run_1/clock_wires.png
Scale: 2 px per um.
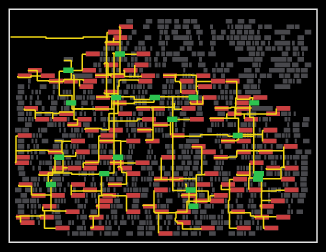
run_1/closeup.png
Region (105, 19) to (125, 39) um. Cells in gray, sequential cells in the stronger gray; small squares are vias.
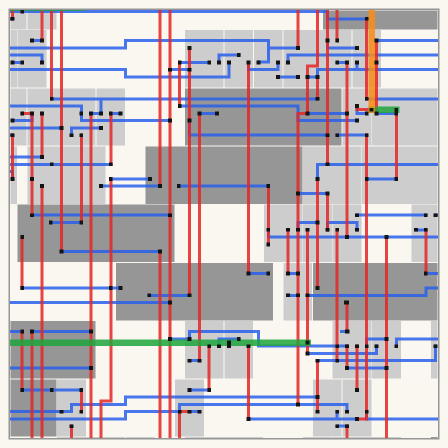
run_1/layers.png
Scale: 2 px per um.
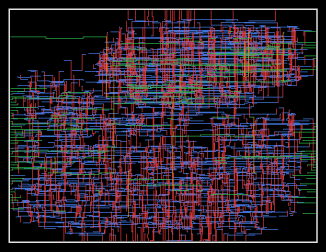
--- config.mk ---
export PLATFORM = sky130hd
export DESIGN_NAME = write_back
export DESIGN_NICKNAME = d
export VERILOG_FILES = /design/src/rtl/write_back_pkg.sv /design/src/rtl/wb_fifo.sv /design/src/rtl/write_back.sv
export SDC_FILE = /design/constraint.sdc
export NUM_CORES = 1
export LEC_CHECK = 0
export CORE_ASPECT_RATIO = 0.75
export CORE_MARGIN = 2
export CORE_UTILIZATION = 45
export CTS_BUF_LIST = sky130_fd_sc_hd__clkbuf_4 sky130_fd_sc_hd__clkbuf_8
export CTS_CLUSTER_DIAMETER = 150
export DETAILED_ROUTE_END_ITERATION = 8
export PLACE_DENSITY = 0.7
export SYNTH_ARGS = -nofsm -noshare
export SYNTH_HDL_FRONTEND = slang
export SYNTH_SLANG_ARGS = --single-unit
export TNS_END_PERCENT = 20
--- constraint.sdc ---
create_clock -name clk -period 3.7 [get_ports clk]
set_clock_uncertainty 0.05 [all_clocks]
set_input_delay 0.37 -clock clk [delete_from_list [all_inputs] [get_ports clk]]
set_output_delay 0.37 -clock clk [all_outputs]
set_load 0.005 [all_outputs]
--- src/rtl/write_back_pkg.sv ---
// Shared widths and the write-request record used by the write-back stage.
package write_back_pkg;

  localparam int REG_ADDR_W = 5;
  localparam int XLEN       = 32;
  localparam int NUM_REGS   = 32;

  typedef struct packed {
    logic [REG_ADDR_W-1:0] rd;
    logic [XLEN-1:0]       data;
  } wb_req_t;

endpackage

--- src/rtl/wb_fifo.sv ---
// Two-entry in-order queue holding ALU results that lost the write port to a load.
module wb_fifo
  import write_back_pkg::*;
(
  input  logic                  clk_i,
  input  logic                  reset_i,
  input  logic                  push_i,
  input  logic [REG_ADDR_W-1:0] push_rd_i,
  input  logic [XLEN-1:0]       push_data_i,
  input  logic                  pop_i,
  output logic                  full_o,
  output logic                  empty_o,
  output logic [REG_ADDR_W-1:0] head_rd_o,
  output logic [XLEN-1:0]       head_data_o
);

  wb_req_t    entry_q [2];
  wb_req_t    entry_d [2];
  logic [1:0] count_q, count_d;
  logic [1:0] fill;
  logic       do_pop, do_push;
  wb_req_t    req;

  always_comb begin
    entry_d    = entry_q;
    req.rd     = push_rd_i;
    req.data   = push_data_i;
    do_pop     = pop_i && (count_q != 2'd0);
    do_push    = push_i && ((count_q != 2'd2) || do_pop);
    fill       = count_q - {1'b0, do_pop};
    if (do_pop) entry_d[0] = entry_q[1];
    // Entry 0 is always the head; a push lands in the first slot left free after the pop.
    if (do_push) begin
      if (fill == 2'd0) entry_d[0] = req;
      else              entry_d[1] = req;
    end
    count_d = count_q + {1'b0, do_push} - {1'b0, do_pop};
  end

  always_ff @(posedge clk_i) begin
    if (reset_i) begin
      count_q    <= 2'd0;
      entry_q[0] <= '0;
      entry_q[1] <= '0;
    end else begin
      count_q    <= count_d;
      entry_q[0] <= entry_d[0];
      entry_q[1] <= entry_d[1];
    end
  end

  assign full_o      = (count_q == 2'd2);
  assign empty_o     = (count_q == 2'd0);
  assign head_rd_o   = entry_q[0].rd;
  assign head_data_o = entry_q[0].data;

endmodule

--- src/rtl/write_back.sv ---
// Write-back arbiter (load priority, 2-deep ALU queue) plus busy-bit scoreboard.
// Define WB_FORWARD_EN to add same-cycle forwarding ports and relax the stall.
module write_back
  import write_back_pkg::*;
(
  input  logic                  clk,
  input  logic                  reset,
  input  logic                  issueValid,
  input  logic [REG_ADDR_W-1:0] issueRd,
  input  logic                  aluValid,
  input  logic [REG_ADDR_W-1:0] aluRd,
  input  logic [XLEN-1:0]       aluData,
  output logic                  aluReady,
  input  logic                  memValid,
  input  logic [REG_ADDR_W-1:0] memRd,
  input  logic [XLEN-1:0]       memData,
  input  logic [REG_ADDR_W-1:0] readRegister1,
  input  logic [REG_ADDR_W-1:0] readRegister2,
  output logic                  regWrite,
  output logic [REG_ADDR_W-1:0] writeRegister,
  output logic [XLEN-1:0]       writeData,
  output logic                  hazardStall
`ifdef WB_FORWARD_EN
  ,
  output logic                  fwdValid1,
  output logic                  fwdValid2,
  output logic [XLEN-1:0]       fwdData1,
  output logic [XLEN-1:0]       fwdData2
`endif
);

  logic                  fifo_full, fifo_empty, fifo_push, fifo_pop;
  logic [REG_ADDR_W-1:0] head_rd;
  logic [XLEN-1:0]       head_data;
  logic                  alu_acc, wr_slot;
  wb_req_t               wr_req;

  logic                  regWrite_q, regWrite_d;
  logic [REG_ADDR_W-1:0] writeRegister_q, writeRegister_d;
  logic [XLEN-1:0]       writeData_q, writeData_d;
  logic [NUM_REGS-1:0]   busy_q, busy_d, busy_clr, busy_set;
  logic                  src1_busy, src2_busy;

  wb_fifo u_fifo (
    .clk_i       (clk),
    .reset_i     (reset),
    .push_i      (fifo_push),
    .push_rd_i   (aluRd),
    .push_data_i (aluData),
    .pop_i       (fifo_pop),
    .full_o      (fifo_full),
    .empty_o     (fifo_empty),
    .head_rd_o   (head_rd),
    .head_data_o (head_data)
  );

  // A full queue can still take a result when its head drains this cycle.
  assign aluReady = !reset && (!fifo_full || !memValid);
  assign alu_acc  = aluValid && aluReady;

  always_comb begin
    fifo_pop  = !memValid && !fifo_empty;
    fifo_push = alu_acc && !(fifo_empty && !memValid);
    wr_slot   = memValid || !fifo_empty || alu_acc;
    if (memValid) begin
      wr_req.rd   = memRd;
      wr_req.data = memData;
    end else if (!fifo_empty) begin
      wr_req.rd   = head_rd;
      wr_req.data = head_data;
    end else begin
      wr_req.rd   = aluRd;
      wr_req.data = aluData;
    end
    regWrite_d      = wr_slot && (wr_req.rd != '0);
    writeRegister_d = wr_slot ? wr_req.rd   : writeRegister_q;
    writeData_d     = wr_slot ? wr_req.data : writeData_q;
  end

`ifdef WB_FORWARD_EN
  assign fwdValid1 = regWrite_q && (writeRegister_q == readRegister1) && (readRegister1 != '0);
  assign fwdValid2 = regWrite_q && (writeRegister_q == readRegister2) && (readRegister2 != '0);
  assign fwdData1  = writeData_q;
  assign fwdData2  = writeData_q;
  // A source being written this cycle is served by the forward path instead of stalling.
  assign src1_busy = busy_q[readRegister1] && !fwdValid1;
  assign src2_busy = busy_q[readRegister2] && !fwdValid2;
`else
  assign src1_busy = busy_q[readRegister1];
  assign src2_busy = busy_q[readRegister2];
`endif

  assign hazardStall = src1_busy || src2_busy || busy_q[issueRd];

  // Set is applied after clear so a new producer of r wins over the retiring one.
  always_comb begin
    busy_clr = '0;
    busy_set = '0;
    if (regWrite_q) busy_clr[writeRegister_q] = 1'b1;
    if (issueValid && (issueRd != '0) && !hazardStall) busy_set[issueRd] = 1'b1;
    busy_d    = (busy_q & ~busy_clr) | busy_set;
    busy_d[0] = 1'b0;
  end

  always_ff @(posedge clk) begin
    if (reset) begin
      regWrite_q      <= 1'b0;
      writeRegister_q <= '0;
      writeData_q     <= '0;
      busy_q          <= '0;
    end else begin
      regWrite_q      <= regWrite_d;
      writeRegister_q <= writeRegister_d;
      writeData_q     <= writeData_d;
      busy_q          <= busy_d;
    end
  end

  assign regWrite      = regWrite_q;
  assign writeRegister = writeRegister_q;
  assign writeData     = writeData_q;

endmodule

==> flow_metrics.py, run 1 <==
# Generated from Yosys and OpenROAD reports
metrics = {
    "power": {
        "vdd_ir_drop_max_v": 0.000367,
        "clockPowerShare_pct": 25.3,
        "power_top_consumer": "sequential cells",
        "design_power_total_mw": 4.97,
        "power.switching_fraction_pct": 34.7,
        "power_clock_mw": 1.26,
        "switching_power_mw": 1.72,
    },
    "layout": {
        "dominant_cells": "multi-input combinational cells",
        "final_net_count": 1149,
        "final_common_cell": "nand2_1",
        "stdcell_area_mm2": 0.00928,
        "fraction_of_area_in_registers_pct": 31.3,
        "n_sequential_cell": 145,
        "antenna_cells": 0,
        "layoutNonFillerInstCount": 1274,
        "layout_top_cells": "nand2_1, dfxtp_1, clkdlybuf4s50_1",
        "combinational_fraction_of_the_cell_area_pct": 45.2,
        "largest_register_ffs": 37,
        "n_multi_input_combinational_cell": 726,
        "buffers": 154,
        "register_containing_the_most_flip_flops_in_the_final_layout": "u_fifo.entry_q",
        "area.sequential_mm2": 0.00290,
    },
    "worst_setup_path": {
        "startpoint_type": "input port",
        "critical_path.reg2reg.startpoint": "busy_q[15]$_SDFF_PP0_",
        "crit-reg2reg-capture": "busy_q[2]$_SDFF_PP0_",
        "critical_path_required_ps": 3280,
        "critical_path.slowest_cell": "clkdlybuf4s50_1",
        "critPathArrivalTime_ps": 2950,
        "crit_buf_inv": 3,
        "path_depth": 9,
        "worstSetupEndpoint": "hazardStall",
        "worstPathCellList": "clkdlybuf4s50_1, buf_4, mux2i_1, o22ai_1, a32o_1, a311oi_2, and3_1, nand3_1, clkdlybuf4s50_1",
        "critPathKind": "input port to output port",
        "worst_path_most_repeated_cell": "clkdlybuf4s50_1",
    },
    "clocking": {
        "tritoncts": "built",
        "tritoncts.num_buffers": 17,
        "cts_hold_repair.buffers": 0,
        "worstSkewPairLatency_ps": 450,
        "cts.clk_slew.worst_paths_ps": 80,
        "cts_setup_buffers": 0,
        "cts_sinks": 145,
        "clock_tree.root_cell": "clkbuf_8",
    },
    "timing": {
        "holdWs_ps": 403,
        "fin_ws_ps": 327,
        "unrepaired_setup_endpoints_after_global_routing": "false",
        "totalNegativeSetupSlack_ps": 0,
        "final_hold_vio_count": 0,
        "fmax_mhz": 296,
        "min_period_over_period_pct": 91.2,
        "timing_max_transition_violations_final": 0,
        "slew_headroom_pct": 45.1,
        "max_slew.worst_pin.slew_ps": 824,
        "setup_viol_count_final": 0,
    },
    "detailed_routing": {
        "postRouteAntennaNets": 0,
        "dr.first_iter.drc_count": 600,
        "avgRoutedWirePerCell_um": 17.1,
        "met3WireLength_um": 1920,
        "dr_total_vias": 7159,
        "met2_wirelength_um": 8860,
    },
    "synth": {
        "postSynthAreaPerCell_um2": 7.86,
        "netlist.top_cell.by_instances": "nand2_1",
        "async_flop_share_pct": 0,
        "ys_warn_count": 0,
        "cell_area_synth_mm2": 0.00750,
        "post_synth_main_logic_family": "simple AND/OR/NAND/NOR gates",
        "syn_nets": 1050,
        "synth-cells-yosys": 954,
        "compound_area_share_pct": 17.7,
        "xor_share_pct": 0.350,
        "synth_adder_area_share_pct": 0.334,
        "simple_gate_area_share_pct": 25.5,
        "netlist_instances": 954,
        "synthDominantAreaCellType": "dfxtp_1",
        "yosys-mux-area-fraction_pct": 11.6,
        "synth.top_cells.by_count": "nand2_1, dfxtp_1, a21oi_1, o21ai_0, clkbuf_1",
        "ys.flop_type": "dfxtp_1",
        "post_synth_main_area_contributors": "dfxtp_1, nand2_1, mux2i_1",
        "number_of_enable_flip_flop_cells": 0,
        "ys_area_mm2": 0.00750,
    },
    "hold_path": {
        "min_from": "writeData[6]$_SDFFE_PP0P_",
        "timing.hold.worst_endpoint": "writeData[6]$_SDFFE_PP0P_",
        "hold_path_class": "register to register",
        "whs_path_depth": 2,
    },
    "global_routing": {
        "busiest_layer": "met1",
        "grt_usage_pct": 24.9,
        "antenna_violations_before_repair": 0,
        "grt_use_met3_pct": 6.62,
        "first_global_vias": 6547,
        "first_pass_grt_wire_length_um": 34900,
    },
    "placed_design": {
        "detailed_place_hpwl_um": 14800,
        "worst_slack_placed_ps": 345,
        "post-place-cells": 1244,
        "numPortBuffers": 133,
    },
    "flow_run": {
        "tool_warnings": 26,
        "cap_violations": 0,
    },
    "run_status": {
        "run_status": "finished clean",
    },
    "floorplanning": {
        "fp.dieArea_mm2": 0.0177,
        "die.size.y_um": 116,
        "placementRows": 40,
    },
}
## Picture notes: clock_wires.png
legend:
  green:
    item: clock-net drivers
    count: 17
  yellow:
    item: clock wires
    length: 1830 um
  red:
    item: flip-flops
    count: 145
routed clock nets: 18

## Picture notes: closeup.png
legend:
  blue:
    layer: M1
  orange:
    layer: M4
  green:
    layer: M3
  red:
    layer: M2
netlist names of flops here include: u_fifo.entry_q (4)
sequential cells in the window: 6
cells with their middle in the window: 32
most frequent: nand2_1 (14), dfxtp_1 (6), a21oi_1 (4)

## Picture notes: layers.png
legend:
  blue:
    layer: M1
    wire_length: 10700 um
  green:
    layer: M3
    wire_length: 1920 um
  orange:
    layer: M4
    wire_length: 286 um
  red:
    layer: M2
    wire_length: 8860 um

==> inputs of run 2 (changes only) <==
--- a/config.mk
+++ b/config.mk
@@ -5,13 +5,15 @@
 export SDC_FILE = /design/constraint.sdc
 export NUM_CORES = 1
 export LEC_CHECK = 0
+export CELL_PAD_IN_SITES_DETAIL_PLACEMENT = 2
+export CELL_PAD_IN_SITES_GLOBAL_PLACEMENT = 2
 export CORE_ASPECT_RATIO = 0.75
-export CORE_MARGIN = 2
-export CORE_UTILIZATION = 45
+export CORE_UTILIZATION = 34
 export CTS_BUF_LIST = sky130_fd_sc_hd__clkbuf_4 sky130_fd_sc_hd__clkbuf_8
 export CTS_CLUSTER_DIAMETER = 150
 export DETAILED_ROUTE_END_ITERATION = 8
-export PLACE_DENSITY = 0.7
+export PLACE_DENSITY_LB_ADDON = 0.1
+export SETUP_SLACK_MARGIN = 0.1
 export SYNTH_ARGS = -nofsm -noshare
 export SYNTH_HDL_FRONTEND = slang
 export SYNTH_SLANG_ARGS = --single-unit
run_2/closeup.png
Region (120, 23) to (140, 43) um. Cells in gray, sequential cells in the stronger gray; small squares are vias.
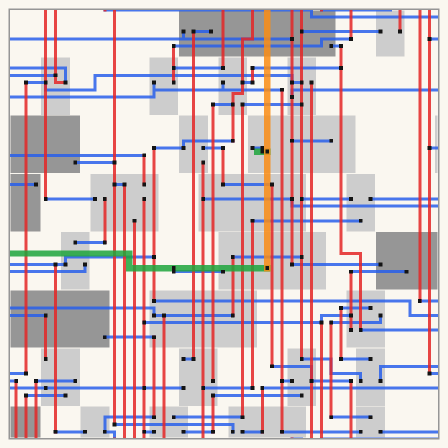
legend:
  red:
    layer: M2
  green:
    layer: M3
  blue:
    layer: M1
  orange:
    layer: M4
most frequent: nand2_1 (12), a21oi_1 (4), clkbuf_8 (4)
cells with their middle in the window: 24
netlist names of flops here include: u_fifo.entry_q (2)
sequential cells in the window: 2

==> run 2 against run 1 <==
Compared with the run above:
- via count up 2.9%
- core utilization down 13 points
- global-route usage is 0.12 points lower
- area after synthesis unchanged
- design area up 1.5%
- setup slack lost 1.8 ps
- register-to-register slack lost 220 ps
- highest routed layer unchanged
- critical path depth fell by 1
- total power up 5.7%
- maximum frequency about the same
==> flow_metrics.py, run 2 <==
# Generated from Yosys and OpenROAD reports
metrics = {
    "clocking": {
        "clock_tree.root_cell": "clkbuf_8",
        "cts_setup_buffers": 0,
        "cts.clk_slew.worst_paths_ps": 80,
        "cts_hold_repair.buffers": 0,
        "worstSkewPairLatency_ps": 460,
        "cts_sinks": 145,
        "tritoncts.num_buffers": 17,
        "tritoncts": "built",
    },
    "detailed_routing": {
        "dr.first_iter.drc_count": 433,
        "met3WireLength_um": 1510,
        "avgViaCountPerCell": 5.44,
        "met2_wirelength_um": 12300,
        "postRouteAntennaNets": 0,
    },
    "layout": {
        "n_multi_input_combinational_cell": 726,
        "register_containing_the_most_flip_flops_in_the_final_layout": "u_fifo.entry_q",
        "dominant_cells": "multi-input combinational cells",
        "combinational_fraction_of_the_cell_area_pct": 44.6,
        "final_common_cell": "nand2_1",
        "stdcell_area_mm2": 0.00942,
        "antenna_cells": 1,
        "final_net_count": 1147,
        "largest_register_ffs": 37,
        "num-clock-buffers": 20,
        "buffers": 152,
        "n_sequential_cell": 145,
        "area.sequential_mm2": 0.00290,
        "layout_top_cells": "nand2_1, dfxtp_1, clkdlybuf4s50_1",
        "layoutNonFillerInstCount": 1353,
        "fraction_of_area_in_registers_pct": 30.8,
    },
    "synth": {
        "netlist_instances": 954,
        "xor_share_pct": 0.350,
        "post_synth_main_area_contributors": "dfxtp_1, nand2_1, mux2i_1",
        "ys.flop_type": "dfxtp_1",
        "cell_area_synth_mm2": 0.00750,
        "async_flop_share_pct": 0,
        "ys_area_mm2": 0.00750,
        "postSynthAreaPerCell_um2": 7.86,
        "yosys-mux-area-fraction_pct": 11.6,
        "simple_gate_area_share_pct": 25.5,
        "compound_area_share_pct": 17.7,
        "synth.top_cells.by_count": "nand2_1, dfxtp_1, a21oi_1, o21ai_0, clkbuf_1",
        "netlist.top_cell.by_instances": "nand2_1",
        "synthDominantAreaCellType": "dfxtp_1",
        "number_of_enable_flip_flop_cells": 0,
        "syn_nets": 1050,
        "synth_adder_area_share_pct": 0.334,
        "ys_warn_count": 0,
        "post_synth_main_logic_family": "simple AND/OR/NAND/NOR gates",
        "synth-cells-yosys": 954,
    },
    "worst_setup_path": {
        "cp_max_fo": 10,
        "critPathArrivalTime_ps": 2950,
        "critPathKind": "input port to output port",
        "worstSetupEndpoint": "hazardStall",
        "startpoint_type": "input port",
        "critical_path.reg2reg.startpoint": "u_fifo.count_q[1]$_SDFF_PP0_",
        "critical_path_required_ps": 3280,
        "path_depth": 8,
        "worstPathCellList": "clkdlybuf4s50_1, mux2i_1, a311o_1, nor3_1, nor2_1, and3_1, nand3_1, clkdlybuf4s50_1",
        "crit-reg2reg-capture": "u_fifo.entry_q[2]$_SDFFE_PP0P_",
        "critical_path.slowest_cell": "clkdlybuf4s50_1",
        "ff_to_ff_setup_slack_ps": 1030,
        "worst_path_most_repeated_cell": "clkdlybuf4s50_1",
        "crit_buf_inv": 2,
    },
    "power": {
        "power_clock_mw": 1.45,
        "switching_power_mw": 1.91,
        "power.internal_mw": 3.34,
        "design_power_total_mw": 5.25,
        "clockPowerShare_pct": 27.5,
        "power_top_consumer": "sequential cells",
        "vdd_ir_drop_max_v": 0.000391,
        "power.switching_fraction_pct": 36.4,
    },
    "floorplanning": {
        "die.size.y_um": 131,
        "fp.dieArea_mm2": 0.0227,
        "placementRows": 46,
        "num_io_pins": 134,
    },
    "flow_run": {
        "tool_warnings": 26,
    },
    "placed_design": {
        "numPortBuffers": 133,
        "detailed_place_hpwl_um": 18800,
        "worst_slack_placed_ps": 348,
        "post-place-cells": 1320,
    },
    "hold_path": {
        "timing.hold.worst_endpoint": "writeData[15]$_SDFFE_PP0P_",
        "hold_path_class": "register to register",
        "min_from": "writeData[15]$_SDFFE_PP0P_",
        "whs_path_depth": 2,
    },
    "global_routing": {
        "busiest_layer": "met2",
        "grt_use_met3_pct": 5.73,
        "antenna_violations_before_repair": 1,
        "first_global_vias": 7735,
        "globalRouteOverflowTotal": 0,
        "first_pass_grt_wire_length_um": 43400,
    },
    "timing": {
        "slew_headroom_pct": 26.1,
        "fmax_mhz": 296,
        "totalNegativeSetupSlack_ps": 0,
        "timing_max_transition_violations_final": 0,
        "fin_ws_ps": 325,
        "min_period_over_period_pct": 91.2,
        "max_slew.worst_pin.slew_ps": 1100,
        "setup_viol_count_final": 0,
        "final_hold_vio_count": 0,
        "holdWs_ps": 404,
        "unrepaired_setup_endpoints_after_global_routing": "false",
    },
    "run_status": {
        "run_status": "finished clean",
    },
}
run_2/layers.png
Scale: 2 px per um.
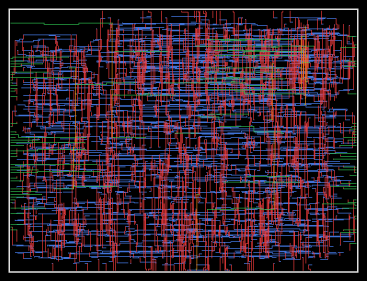
legend:
  green:
    layer: M3
    wire_length: 1510 um
  red:
    layer: M2
    wire_length: 12300 um
  blue:
    layer: M1
    wire_length: 13300 um
  orange:
    layer: M4
    wire_length: 314 um
total via count in the routed design: 7365
global-route total usage across every layer: 24.8%
final wirelength: 27400 um
WL/cell: 20.3 um

Power is estimated from default activity; no workload was simulated.
